<file path="src/rtl/div_seq_pkg.sv">
// Shared types, sizes and result helpers for the iterative RV32M divider.
package div_seq_pkg;

  localparam int unsigned WIDTH = 32;
  localparam int unsigned CNT_W = 6;

  localparam logic [WIDTH-1:0] SIGNED_MIN = {1'b1, {(WIDTH-1){1'b0}}};
  localparam logic [WIDTH-1:0] ALL_ONES   = {WIDTH{1'b1}};

  typedef enum logic [1:0] {
    OP_DIV  = 2'd0,
    OP_DIVU = 2'd1,
    OP_REM  = 2'd2,
    OP_REMU = 2'd3
  } div_op_e;

  typedef enum logic [1:0] {
    ST_IDLE = 2'd0,
    ST_CALC = 2'd1,
    ST_DONE = 2'd2
  } div_state_e;

  // Signed variants treat operands as two's complement.
  function automatic logic is_signed_op(input div_op_e op);
    return (op == OP_DIV) || (op == OP_REM);
  endfunction

  // Remainder variants return the remainder instead of the quotient.
  function automatic logic is_rem_op(input div_op_e op);
    return (op == OP_REM) || (op == OP_REMU);
  endfunction

  // Apply the sign fix-ups and pick quotient or remainder for the op.
  function automatic logic [WIDTH-1:0] select_result(
    input div_op_e          op,
    input logic [WIDTH-1:0] quo,
    input logic [WIDTH-1:0] rem,
    input logic             q_neg,
    input logic             r_neg
  );
    logic [WIDTH-1:0] q_f;
    logic [WIDTH-1:0] r_f;
    q_f = q_neg ? (-quo) : quo;
    r_f = r_neg ? (-rem) : rem;
    return is_rem_op(op) ? r_f : q_f;
  endfunction

endpackage

</file>
<file path="src/rtl/div_seq.sv">
// Radix-2 restoring divide sequencer for DIV/DIVU/REM/REMU with pipeline stall.
module div_seq
  import div_seq_pkg::*;
(
  input  logic             clk,
  input  logic             rst,
  input  logic             start_i,
  input  logic             cancel_i,
  input  logic [1:0]       op_i,
  input  logic [WIDTH-1:0] dividend_i,
  input  logic [WIDTH-1:0] divisor_i,
  output logic [WIDTH-1:0] result_o,
  output logic             ready_o,
  output logic             busy_o,
  output logic             stallreq_o
);

  div_state_e       state_q, state_d;
  logic [CNT_W-1:0] cnt_q, cnt_d;
  logic [WIDTH-1:0] rem_q, rem_d;
  logic [WIDTH-1:0] quo_q, quo_d;
  logic [WIDTH-1:0] dvs_q, dvs_d;
  div_op_e          op_q, op_d;
  logic             q_neg_q, q_neg_d;
  logic             r_neg_q, r_neg_d;
  logic             ready_q, ready_d;
  logic             busy_q, busy_d;
  logic [WIDTH-1:0] result_q, result_d;

  logic             stall_c;
  logic             sgn_c;
  div_op_e          op_in_c;
  logic [WIDTH-1:0] abs_a_c, abs_b_c;
  logic [WIDTH:0]   rem_sh_c, trial_c;
  logic [WIDTH-1:0] quo_sh_c;

  // State and datapath registers.
  always_ff @(posedge clk or negedge rst) begin
    if (!rst) begin
      state_q  <= ST_IDLE;
      cnt_q    <= '0;
      rem_q    <= '0;
      quo_q    <= '0;
      dvs_q    <= '0;
      op_q     <= OP_DIV;
      q_neg_q  <= 1'b0;
      r_neg_q  <= 1'b0;
      ready_q  <= 1'b0;
      busy_q   <= 1'b0;
      result_q <= '0;
    end else begin
      state_q  <= state_d;
      cnt_q    <= cnt_d;
      rem_q    <= rem_d;
      quo_q    <= quo_d;
      dvs_q    <= dvs_d;
      op_q     <= op_d;
      q_neg_q  <= q_neg_d;
      r_neg_q  <= r_neg_d;
      ready_q  <= ready_d;
      busy_q   <= busy_d;
      result_q <= result_d;
    end
  end

  // Next-state, one quotient bit per CALC cycle, and result/flag generation.
  always_comb begin
    state_d  = state_q;
    cnt_d    = cnt_q;
    rem_d    = rem_q;
    quo_d    = quo_q;
    dvs_d    = dvs_q;
    op_d     = op_q;
    q_neg_d  = q_neg_q;
    r_neg_d  = r_neg_q;
    ready_d  = 1'b0;
    result_d = '0;
    stall_c  = 1'b0;

    op_in_c  = div_op_e'(op_i);
    sgn_c    = is_signed_op(op_in_c);
    abs_a_c  = (sgn_c && dividend_i[WIDTH-1]) ? (-dividend_i) : dividend_i;
    abs_b_c  = (sgn_c && divisor_i[WIDTH-1])  ? (-divisor_i)  : divisor_i;
    rem_sh_c = {rem_q, quo_q[WIDTH-1]};
    quo_sh_c = {quo_q[WIDTH-2:0], 1'b0};
    trial_c  = rem_sh_c - {1'b0, dvs_q};

    case (state_q)
      ST_IDLE: begin
        if (start_i) begin
          stall_c = 1'b1;
          op_d    = op_in_c;
          if (divisor_i == '0) begin
            // Divide by zero: quotient all ones, remainder is the raw dividend.
            quo_d    = ALL_ONES;
            rem_d    = dividend_i;
            q_neg_d  = 1'b0;
            r_neg_d  = 1'b0;
            state_d  = ST_DONE;
            ready_d  = 1'b1;
            result_d = select_result(op_in_c, ALL_ONES, dividend_i, 1'b0, 1'b0);
          end else if (sgn_c && (dividend_i == SIGNED_MIN) && (divisor_i == ALL_ONES)) begin
            // Signed overflow: quotient saturates to the most negative value.
            quo_d    = SIGNED_MIN;
            rem_d    = '0;
            q_neg_d  = 1'b0;
            r_neg_d  = 1'b0;
            state_d  = ST_DONE;
            ready_d  = 1'b1;
            result_d = select_result(op_in_c, SIGNED_MIN, '0, 1'b0, 1'b0);
          end else begin
            quo_d   = abs_a_c;
            rem_d   = '0;
            dvs_d   = abs_b_c;
            cnt_d   = '0;
            q_neg_d = sgn_c & (dividend_i[WIDTH-1] ^ divisor_i[WIDTH-1]);
            r_neg_d = sgn_c & dividend_i[WIDTH-1];
            state_d = ST_CALC;
          end
        end
      end
      ST_CALC: begin
        stall_c = 1'b1;
        if (!trial_c[WIDTH]) begin
          rem_d = trial_c[WIDTH-1:0];
          quo_d = quo_sh_c | WIDTH'(1);
        end else begin
          rem_d = rem_sh_c[WIDTH-1:0];
          quo_d = quo_sh_c;
        end
        cnt_d = cnt_q + CNT_W'(1);
        if (cnt_q == CNT_W'(WIDTH-1)) begin
          state_d  = ST_DONE;
          ready_d  = 1'b1;
          result_d = select_result(op_q, quo_d, rem_d, q_neg_q, r_neg_q);
        end
      end
      ST_DONE: begin
        state_d = ST_IDLE;
      end
      default: begin
        state_d = ST_IDLE;
      end
    endcase

    // A flush abandons everything, including a start in the same cycle.
    if (cancel_i) begin
      state_d  = ST_IDLE;
      ready_d  = 1'b0;
      result_d = '0;
      stall_c  = 1'b0;
    end

    busy_d = (state_d != ST_IDLE);
  end

  assign result_o   = result_q;
  assign ready_o    = ready_q;
  assign busy_o     = busy_q;
  assign stallreq_o = stall_c;

endmodule

</file>
<file path="config.mk">
export PLATFORM = sky130hd
export DESIGN_NAME = div_seq
export DESIGN_NICKNAME = d
export VERILOG_FILES = /design/src/rtl/div_seq_pkg.sv /design/src/rtl/div_seq.sv
export SDC_FILE = /design/constraint.sdc
export NUM_CORES = 1
export LEC_CHECK = 0
export ABC_AREA = 1
export CAP_MARGIN = 20
export CELL_PAD_IN_SITES_DETAIL_PLACEMENT = 0
export CELL_PAD_IN_SITES_GLOBAL_PLACEMENT = 2
export CORE_MARGIN = 2
export CORE_UTILIZATION = 35
export CTS_CLUSTER_DIAMETER = 50
export DETAILED_ROUTE_END_ITERATION = 8
export PLACE_DENSITY_LB_ADDON = 0.1
export SLEW_MARGIN = 20
export SYNTH_ARGS = -nofsm -noshare
export SYNTH_HDL_FRONTEND = slang
export SYNTH_SLANG_ARGS = --single-unit
</file>
<file path="constraint.sdc">
create_clock -name clk -period 9.85 [get_ports clk]
set_input_delay 1.4775 -clock clk [delete_from_list [all_inputs] [get_ports clk]]
set_output_delay 1.4775 -clock clk [all_outputs]
set_load 0.01 [all_outputs]
</file>
==> Slide: Implementation Results <==
Synthesis and Place & Route Summary

Worst setup path
  – Crit path buffers/inverters: 4
  – Crit path capture: dvs_q[1]$_DFFE_PN0P_
  – Worst Reg-to-Reg Cells: 29
  – Slowest stage delay, CP: 800 ps
  – Critical path depth: 14
  – Crit path capture type: register
  – WP data required: 10180 ps
  – Reg-to-reg startpoint: quo_q[31]$_DFFE_PN0P_
  – Slowest cell on crit path: nor3_1
  – Critical path fanouts, max: 66
  – Setup slack, reg-to-reg: 4960 ps
  – Beginning of the critical path: dividend_i[25]
  – Data arrival time of the worst path: 5550 ps
  – Critical path class: in -> reg
  – Worst-path cell chain: clkdlybuf4s50_1 > inv_1 > nand2_1 > nor3_1 > nand4_1 > nor2_1 > nand4_1 > nor4_1 > nand2_1 > nand3_2 > buf_4 > inv_1 > o211ai_1 > o21ai_0

Finish
  – Fin nets: 2162
  – Most frequent cells in the layout: 571 x nand2_1, 259 x inv_1, 194 x nor2_1
  – Area Overhead vs Synth: 16.4%
  – Fill cells: 3825
  – Post-Layout Cell Count: 2527
  – Diode count: 0
  – Seq. cell area: 0.00353 sq mm
  – Design area: 0.0146 sq mm
  – Layout cells sized above 1: 0.0653

Power
  – Post-route total power: 3.85 mW
  – Leakage: 7.02 nW
  – Peak VDD IR: 0.151 mV
  – PwrDens: 263 mW/mm^2

CTS
  – Clock net sink count: 141
  – H-tree depth: 4
  – Clock buffer count from CTS: 17
  – CTS root buf: clkbuf_16
  – Clk_lat worst skew: 460 ps
  – CTS tree: built
  – Post-CTS setup repair buffer count: 0
  – Hold_buf cts: 0
  – Post-CTS sizing: 0
  – Clock Pin Slew Worst Setup and Hold Paths: 70 ps

STA
  – Worst-Margin Slew: 1040 ps
  – Final hold vios: 0
  – # setup viols final: 0
  – Crit share post-route: 0.530
  – Hold_ws: 487 ps
  – Final min period: 5220 ps
  – Pins Over Slew Limit: 0
  – Setup TNS: 0 ps
  – Clock Skews: 16.5 ps
  – Setup WS post-layout: 4630 ps
  – Slew HR: 0.301

Logic synthesis
  – Count leader, synth: nand2_1
  – Area fraction in compound gates: 0.159
  – Main logic family: simple AND/OR/NAND/NOR gates
  – Top cells by count: 571 x nand2_1, 260 x inv_1, 196 x nor2_1
  – Synthesized area: 0.0126 sq mm
  – Mapped Cells: 1982
  – Top FF cell, synth: dfrtp_1
  – Simple share: 0.362
  – EDFF count, synth: 0
  – Ys cells: 1982
  – Post-synth cell types: 49
  – Post-Syn Nets: 2091
  – Yosys synthesis chip area: 0.0126 sq mm
  – Mux share: 0
  – Yosys top cell by area: dfrtp_1
  – Main area contributors: dfrtp_1 28%, nand2_1 17%, inv_1 7.8%
  – XOR/XNOR Fraction of Synth Area: 0.0529

Floorplanning
  – Die Y: 194 um
  – Core ar.: 0.0355 sq mm
  – Die Wd: 194 um
  – Top Ports: 105
  – Full die area: 0.0375 sq mm
  – Row Count: 69

Global route
  – Global-route wire length before repair: 75.9 mm
  – Initial antenna violation count: 1
  – Number of global-route vias before repair: 12700

Route
  – Drt via density: 5.21
  – 1st-iter DRT viols: 1030
  – First-pass DRT Iterations: 5
  – Final ANT Viol Nets: 0

Placed design
  – DP Wirelength: 38.6 mm
  – Placed Cells incl. Taps: 2495
  – GPL Wtd Cong: 0.902
  – Cell Area, Placed: 0.0140 sq mm
  – Setup WS pre-CTS: 4230 ps
  – Port buffer count: 104

Job
  – Tool Warnings: 27
  – MaxCap Viol Count: 0

Hold path
  – Hold EP: dvs_q[19]$_DFFE_PN0P_
  – WHS Path Cells: 2

Run status
  – Status: finished, final reports clean
-- report_power, final --
| part | switching (mW) | leakage, nW | total (mW) | internal (mW) |
|---|---|---|---|---|
| combinational | 1.64 | 4.91 | 2.35 | 0.713 |
| sequential | 0.108 | 1.81 | 0.787 | 0.679 |
| clock | 0.297 | 0.302 | 0.709 | 0.413 |
-- area by class of cell --
| cell class | count | area share |
|---|---|---|
| multi-input combinational | 1503 | 0.528 |
| sequential | 141 | 0.241 |
| timing repair buffer | 121 | 0.0799 |
| inverter | 269 | 0.0690 |
| tap | 461 | 0.0394 |
| clock buffer | 19 | 0.0302 |
| clock inverter | 13 | 0.0122 |
-- per-layer routing --
layer	vias up	routed length [um]	GRT usage
met5	-	0	0
met4	0	765	0.0628
met3	36	2240	0.0313
met2	386	22300	0.420
met1	6140	23900	0.377
li1	6602	-	-
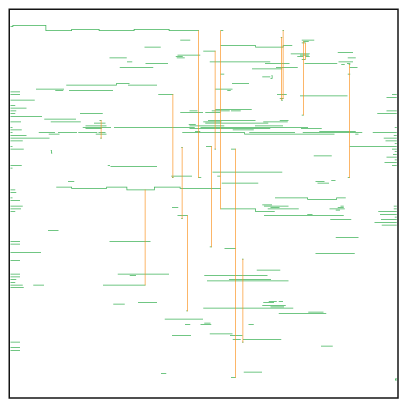
(images/wires.png)
Scale: 2 px per um. Two of the layers only.
Key: green = metal 3 [wire length 2240 um]; orange = metal 4 [wire length 765 um]
Avg WL per Cell: 19.5 um
gr usage total: 0.262
via count: 13200
final wirelength: 49.2 mm

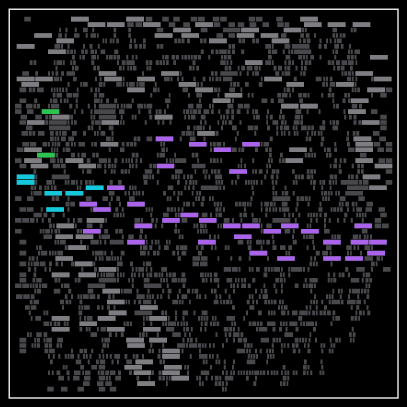
(images/flops_by_reg.png)
Scale: 2 px per um.
Key: green = `state_q` [flops 2]; cyan = `cnt_q` [flops 6, where left middle]; purple = `rem_q` [flops 32]
Seq area share: 0.241
post-layout util: 0.413
sequential group power: 787 uW

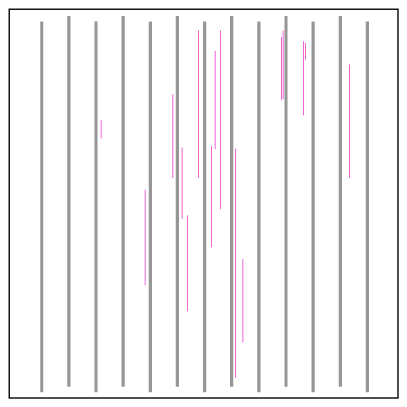
(images/layer_met4.png)
Scale: 2 px per um. Supply wires on this layer in gray.
The layer carries 765 um of wire. The longest straight run is 114 um. 15 nets have wire on it. The layer holds 1.6% of the routed length.

Power is estimated from default activity; no workload was simulated.
